==> images/met1.png <==
The bar under the picture is 20 um long.
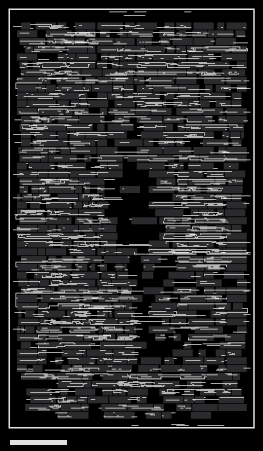
==> images/met2.png <==
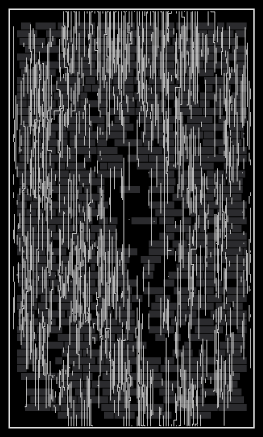
==> config.mk <==
export PLATFORM = sky130hd
export DESIGN_NAME = lpc_wb_bridge
export DESIGN_NICKNAME = d
export VERILOG_FILES = /design/src/rtl/lpc_wb_bridge_pkg.sv /design/src/rtl/lpc_wb_bridge_sync2_n.sv /design/src/rtl/lpc_wb_bridge.sv
export SDC_FILE = /design/constraint.sdc
export NUM_CORES = 1
export LEC_CHECK = 0
export CORE_ASPECT_RATIO = 1.75
export CORE_MARGIN = 2
export CORE_UTILIZATION = 36
export CTS_BUF_LIST = sky130_fd_sc_hd__clkbuf_16
export CTS_CLUSTER_DIAMETER = 150
export CTS_CLUSTER_SIZE = 12
export DETAILED_ROUTE_END_ITERATION = 6
export PLACE_DENSITY = 0.76
export SETUP_SLACK_MARGIN = 0.5
export SYNTH_ARGS = -nofsm -noshare
export SYNTH_HDL_FRONTEND = slang
export SYNTH_SLANG_ARGS = --single-unit
==> constraint.sdc <==
create_clock -name sys_clk_i -period 1.7 [get_ports sys_clk_i]
set_input_delay 0.51 -clock sys_clk_i [delete_from_list [all_inputs] [get_ports sys_clk_i]]
set_output_delay 0.51 -clock sys_clk_i [all_outputs]
set_load 0.05 [all_outputs]
==> impl_metrics.env <==
# yosys + openroad results
export IMPL_cts_buffer_depth=2
export IMPL_finalSetupViolCount=93
export IMPL_num_nonclk_inverters=7
export IMPL_holdCritPathClass="input port to async pin"
export IMPL_rr_worst_depth=7
export IMPL_cts_buffers_inserted=9
export IMPL_place_hpwl_um=9040
export IMPL_xor_share_pct=0.637
export IMPL_worstPathRequired_ns=1.19
export IMPL_post_drt_wl_per_cell_um=20.4
export IMPL_switching_share_pct=41.0
export IMPL_final_setup_worst_slack_ns=-0.239
export IMPL_crit_chain="ha_2 -> nor2b_4 -> and3_4 -> buf_12"
export IMPL_placedInstanceArea_um2=7640
export IMPL_status="finished, violations left"
export IMPL_grt_pass1_vias=4018
export IMPL_adder_share_pct=1.52
export IMPL_busiest_layer="met2"
export IMPL_worst_pin_slew_ns=0.690
export IMPL_violations="setup timing"
export IMPL_grt_max_degree=42
export IMPL_synth_distinct_cells=35
export IMPL_clock_area_share_pct=3.05
export IMPL_synth_top_cell_by_count="dfrtp_1"
export IMPL_cp_start_kind="flip-flop"
export IMPL_first_pass_iters=4
export IMPL_layout_nets=686
export IMPL_seq_cell_count=107
export IMPL_viasPerCell=4.97
export IMPL_critPathArrivalTime_ns=1.43
Back to the opening pictures, met1.png:
main direction: horizontal
longest straight run: 33.6 um
nets with wire on the layer: 575
share of all routed wire: 35%
wire length on this layer: 5190 um
final WL: 14700 um
DR vias: 3565
GR Util met1: 24.9%

Back to the opening pictures, met2.png:
longest straight run: 70.4 um
main direction: vertical
nets with wire on the layer: 650
met2 Usage GRT: 43.9%

